Fig. 1: run 1, met1 routing
Bar = 20 um.
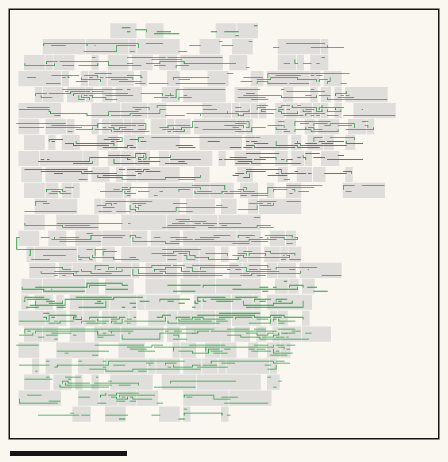
Fig. 2: run 1, met2 routing
Bar = 20 um.
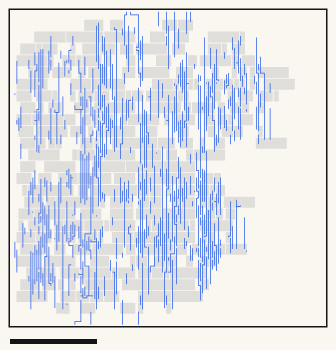
Fig. 3: run 1, M3 wires
Bar = 20 um.
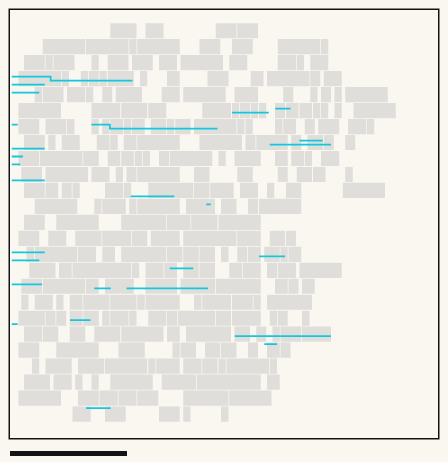
Fig. 4: run 1, track usage over the die
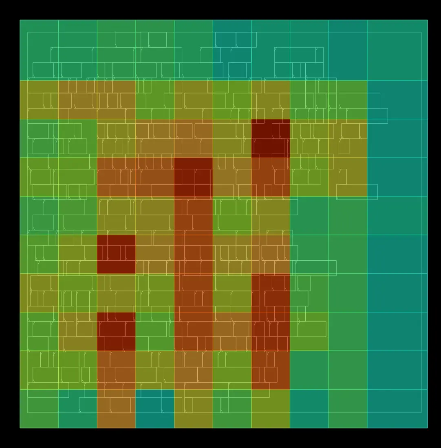
==> config.mk <==
export PLATFORM = sky130hd
export DESIGN_NAME = nand2_char_seq
export DESIGN_NICKNAME = d
export VERILOG_FILES = /design/src/rtl/nand2_char_pkg.sv /design/src/rtl/settle_detector.sv /design/src/rtl/nand2_char_seq.sv
export SDC_FILE = /design/constraint.sdc
export NUM_CORES = 1
export LEC_CHECK = 0
export CAP_MARGIN = 10
export CORE_UTILIZATION = 42
export DETAILED_ROUTE_END_ITERATION = 16
export PLACE_DENSITY = 0.72
export SYNTH_ARGS = -nofsm -noshare
export SYNTH_HDL_FRONTEND = slang
export SYNTH_SLANG_ARGS = --single-unit
==> constraint.sdc <==
create_clock -name clk -period 3.3 [get_ports clk]
set_clock_uncertainty 0.1 [all_clocks]
set_input_delay 0.33 -clock clk [delete_from_list [all_inputs] [get_ports clk]]
set_output_delay 0.33 -clock clk [all_outputs]
set_load 0.02 [all_outputs]
==> results_slide.txt, run 1 <==
Implementation Results

Yosys
  • YS chip area: 0.00211 mm^2
  • Aoi share: 15.3%
  • Mapped Avg Cell Area: 8.65 um^2
  • Xor/xnor share: 5.39%
  • Cell Area, Synth: 0.00211 mm^2
  • Asr flop ratio synth: 0%
  • Post-synthesis net count: 263
  • Post-Synth Simple-Gate Area: 25.8%
  • Ys Warns: 0
  • Flip-flops with a built-in enable: 0
  • Ys cells: 244
  • Area leader share: 36.0%
  • Unique cell types: 50
  • Commonest flop: dfxtp_1
  • Post-Synth Adder-Cell Area: 8.89%
  • Main area contributors: dfxtp_1 36%, ha_1 8.9%, nor2_1 6.6%, a22o_1 4.6%, mux2i_1 3.3%
  • Synth Seq Share: 36.0%

Die
  • Number of placement rows: 25
  • I/O pins: 23
  • Die Height: 72.9 um
  • CORE AREA: 0.00479 mm^2

Min path
  • Hold Path Stages: 2

Clock network
  • # resized after CTS: 2
  • CTS Buf Count: 5
  • # Post-CTS Setup Buffers: 0
  • Maximum root-to-sink buffer count: 2
  • Clock Sinks: 38
  • CTS clk-pin slew, worst paths: 0.07 ns
  • Root Driver: clkbuf_8
  • Clk ins delay skew pair: 0.29 ns
  • CTS tree: done

Power and ir drop
  • Comb. pwr: 0.342 mW
  • Comb pwr share: 27.5%
  • Sw frac: 30.2%
  • Power Internal: 0.869 mW
  • Power, Total: 1.24 mW

GRT
  • Number of global-route vias before repair: 1733
  • Initial antenna violation count: 0
  • First-pass GRT wire length: 7.87 mm

Final layout
  • FF+latch count: 38
  • Share of post-route cells with drive strength above 1: 21.1%
  • Largest class: multi-input combinational cells
  • Most frequent cells in the layout: 36 x nor2_1, 34 x dfxtp_1, 22 x clkdlybuf4s50_1, 19 x buf_4, 15 x inv_1
  • Antenna fix cells: 0
  • Comb_multi_in: 183
  • Fill cells: 409
  • Nets: 304
  • Post-route design area: 0.00277 mm^2
  • Sequential cell area share: 27.6%
  • Bufs w/o clock: 41
  • Commonest Layout Cell: nor2_1
  • Nonclk inv count: 16

Placement
  • Post-DP HPWL: 3.45 mm
  • # port buffers: 22
  • Setup slack at placement: -0.0155 ns
  • Placed Area: 0.00252 mm^2
  • Placer Congestion: 0.840

Critical path
  • Kind of critical path: flip-flop to flip-flop
  • Worst path required time: 3.44 ns
  • CP max FO: 8
  • CP Depth: 13
  • Reg2reg path depth: 13
  • Crit path DAT: 3.29 ns
  • Crit end category: flip-flop
  • Top delay family on crit path: AND-OR/OR-AND gates
  • Worst setup SP type: flip-flop
  • Crit-path slowest cell: dfxtp_1
  • Worst path max stage delay: 0.41 ns
  • Cell Chain, Critical Path: nand2_1 > or3_1 > a31o_1 > ha_2 > xnor2_2 > ha_1 > o21ai_1 > a21oi_1 > o21a_1 > o21ai_2 > nand2_2 > a41oi_4 > a22o_1

Final timing
  • Final setup violating endpoints: 0
  • Final worst path period need: 3.15 ns
  • Rel. slew slack: 56.8%
  • Fin crit share: 95.5%
  • Worst Tran Pin Value: 0.646 ns
  • Max-slew violation count: 0
  • Setup ws final: 0.150 ns

Route
  • Initial drt markers: 85
  • First drt pass iteration count: 4

Job
  • Tool warnings: 29

Outcome
  • Status: finished, final reports clean
Notes on Fig. 1 above:
share of all routed wire = 48%
nets with wire on the layer = 283
longest straight run = 32.2 um
main direction = horizontal
DR vias: 1904
GR Util met1: 25.2%
Routed WL: 4.81 mm

Notes on Fig. 2 above:
nets with wire on the layer = 270
wire length on this layer = 2270 um
longest straight run = 28.9 um
share of all routed wire = 47%
met2 usage: 30.5%

Notes on Fig. 3 above:
longest straight run = 18.2 um
nets with wire on the layer = 23
main direction = horizontal
share of all routed wire = 3.3%
met3 global-route usage: 3.59%

Notes on Fig. 4 above:
Global Route Usage Sum: 18.9%
fin util: 57.9%
layer with the highest usage: met2
wire per inst: 13.7 um

-- run 1: cells in the mapped netlist (all sizes together), types with 2 or more instances --
cell    number
a211oi       3
nor4         3
o22ai        4
o31a         2
nor3b        2
a21oi        5
xor2         6
nand2b       2
nor4b        2
clkbuf       4
and3         2
nand3       11
a22o        11
ha          15
nor3         8
o21ai        8
nor2b        4
nand2       13
a31oi        2
and2         2
a22oi        2
or4          2
or2          2
or3          2
inv         16
o21a         2
xnor2        7
dfxtp       38
nand4        8
buf          3
mux2i        7
nor2        37
-- run 1: per-layer routing --
layer	track usage, %	part of all wire (%)	up-vias	wire [um]
met5	0	0	-	0
met3	3.59	3.3	7	160
met4	6.54	1.4	0	67
met2	30.5	47	37	2270
met1	25.2	48	898	2310
li1	-	-	962	-
--- run 2 (diff from run 1) ---
--- a/constraint.sdc
+++ b/constraint.sdc
@@ -4,2 +4,2 @@
 set_output_delay 0.33 -clock clk [all_outputs]
-set_load 0.02 [all_outputs]
+set_load 0.05 [all_outputs]
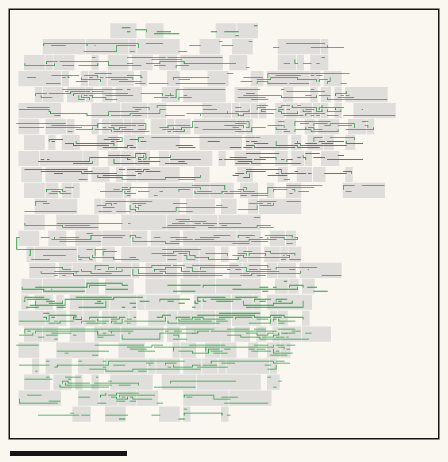
Fig. 5. Met1 routing (run 2).
Bar = 20 um.
nets with wire on the layer = 283
longest straight run = 32.2 um
share of all routed wire = 48%

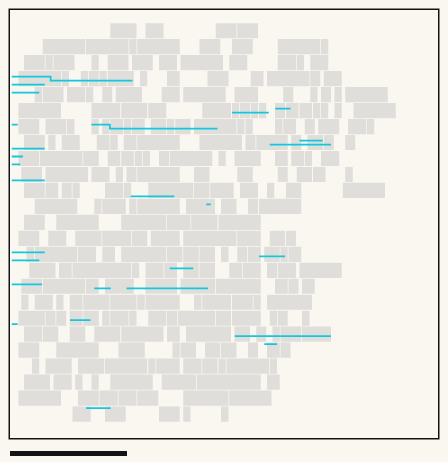
Fig. 6. M3 wires (run 2).
Bar = 20 um.
longest straight run = 18.2 um
share of all routed wire = 3.3%
main direction = horizontal

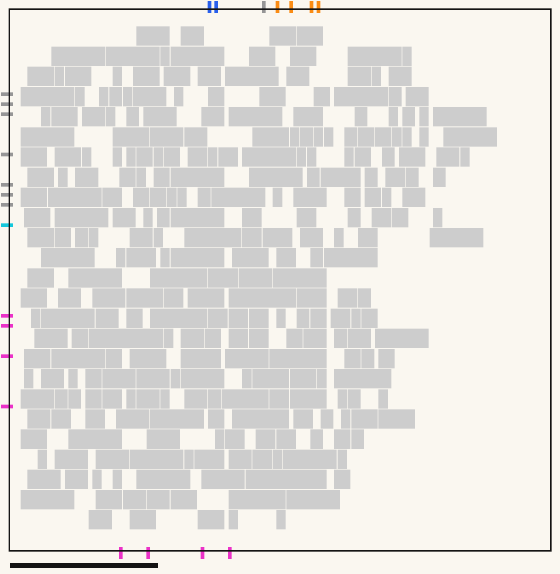
Fig. 7. Ports around the boundary (run 2).
Bar = 20 um. Pins as bars across the die edge, other pins in grey.
orange -> `fail_mask`  # pins 4, direction output, edge top
blue -> `vec_idx`  # pins 2, direction output, edge top
cyan -> `done`  # pins 1, direction output, edge left
magenta -> `max_delay`  # pins 8, direction output, edge 4 left, 4 bottom
all pins by edge = 12 left, 7 top, 4 bottom
Die Height: 72.9 um
Die X-Extent: 72.9 um
# port buffers: 22

==> run 2 against run 1 <==
Compared with the run above: count of clock-buffer cells in the layout stayed put; non-clock buffer count stayed put; combinational power is 3% higher; first-iteration DRC count stayed put; area after synthesis stayed put; clock power hardly changed; setup slack stayed put; largest cell class unchanged; highest routed layer unchanged.
==> results_slide.txt, run 2 <==
Implementation Results

Critical path
  • Crit path DAT: 3.29 ns
  • Worst path max stage delay: 0.41 ns
  • Crit-path slowest cell: dfxtp_1
  • Reg2reg path depth: 13
  • Worst setup SP type: flip-flop
  • Crit end category: flip-flop
  • Kind of critical path: flip-flop to flip-flop
  • Top delay family on crit path: AND-OR/OR-AND gates
  • Worst path required time: 3.44 ns
  • Cell Chain, Critical Path: nand2_1 > or3_1 > a31o_1 > ha_2 > xnor2_2 > ha_1 > o21ai_1 > a21oi_1 > o21a_1 > o21ai_2 > nand2_2 > a41oi_4 > a22o_1

Yosys
  • Ys cells: 244
  • Cell Area, Synth: 0.00211 mm^2
  • Flip-flops with a built-in enable: 0
  • Synth Seq Share: 36.0%
  • Post-Synth Adder-Cell Area: 8.89%
  • Post-Synth Simple-Gate Area: 25.8%
  • Most numerous cell in the Yosys netlist: dfxtp_1
  • YS chip area: 0.00211 mm^2
  • Main area contributors: dfxtp_1 36%, ha_1 8.9%, nor2_1 6.6%, a22o_1 4.6%, mux2i_1 3.3%
  • Area leader share: 36.0%
  • Aoi share: 15.3%
  • Unique cell types: 50

Die
  • CORE AREA: 0.00479 mm^2
  • Number of placement rows: 25

Clock network
  • CTS clk-pin slew, worst paths: 0.07 ns
  • CTS Buf Count: 5
  • CTS tree: done
  • Clk ins delay skew pair: 0.29 ns
  • Clock Sinks: 38

Placement
  • Placed Area: 0.00252 mm^2
  • Post-DP HPWL: 3.45 mm
  • Placer Congestion: 0.840
  • Setup slack at placement: -0.0155 ns

Route
  • DR vias: 1904
  • Top routing layer in use: met4
  • Routed met1 length: 2.31 mm
  • Wire per inst: 13.7 um
  • First drt pass iteration count: 4
  • Met2 Routed Length: 2.27 mm
  • Routed WL: 4.81 mm

Outcome
  • Status: finished, final reports clean

Final timing
  • Max-slew violation count: 0
  • Fin crit share: 95.5%
  • Setup ws final: 0.150 ns
  • Rel. slew slack: 56.8%
  • Final worst path period need: 3.15 ns

Final layout
  • Most frequent cells in the layout: 36 x nor2_1, 34 x dfxtp_1, 22 x clkdlybuf4s50_1, 19 x buf_4, 15 x inv_1
  • Share of post-route cells with drive strength above 1: 21.1%
  • Fin util: 57.9%
  • Antenna fix cells: 0
  • Post-route design area: 0.00277 mm^2
  • Commonest Layout Cell: nor2_1

Power and ir drop
  • Power Internal: 0.868 mW
  • Comb. pwr: 0.351 mW
  • Sw frac: 30.7%
  • Power, Total: 1.25 mW
  • Comb pwr share: 28.0%

GRT
  • Number of global-route vias before repair: 1733
  • Met2 usage: 30.5%
  • Global Route Usage Sum: 18.9%
  • GR Util met1: 25.2%
  • Layer with the highest usage: met2
  • First-pass GRT wire length: 7.87 mm
  • Initial antenna violation count: 0
  • Met3 global-route usage: 3.59%

Min path
  • Hold Path Stages: 2

Job
  • Tool warnings: 29
[run 2: cell counts after synthesis]
No cell type changed its count.
[run 2: cell type report]
| class | count | area (um^2) |
|---|---|---|
| Tap cell | 67 | 83.8 |
| Clock inverter | 1 | 30.0 |
| Clock buffer | 6 | 82.6 |
| Multi-Input combinational cell | 183 | 1390 |
| Inverter | 16 | 60.1 |
| Timing Repair Buffer | 41 | 363 |
| Sequential cell | 38 | 766 |
| Fill cell | 409 | 2010 |
[run 2: worst register-to-register path, delay by kind of cell (launching register included)]
family,cells,cell delay [ns]
flops,1,0.41
xor+xnor,1,0.25
fa+ha+maj,2,0.53
compound gates,7,1.22
simple gates,3,0.58
[run 2: timing repair]
action,4_1_cts,5_1_grt
resized,2,29
buffers inserted,0,1
setup endpoints to repair,8,8
pin swaps,0,10
Power figures rest on the tool's default switching activity, not on a simulated workload.
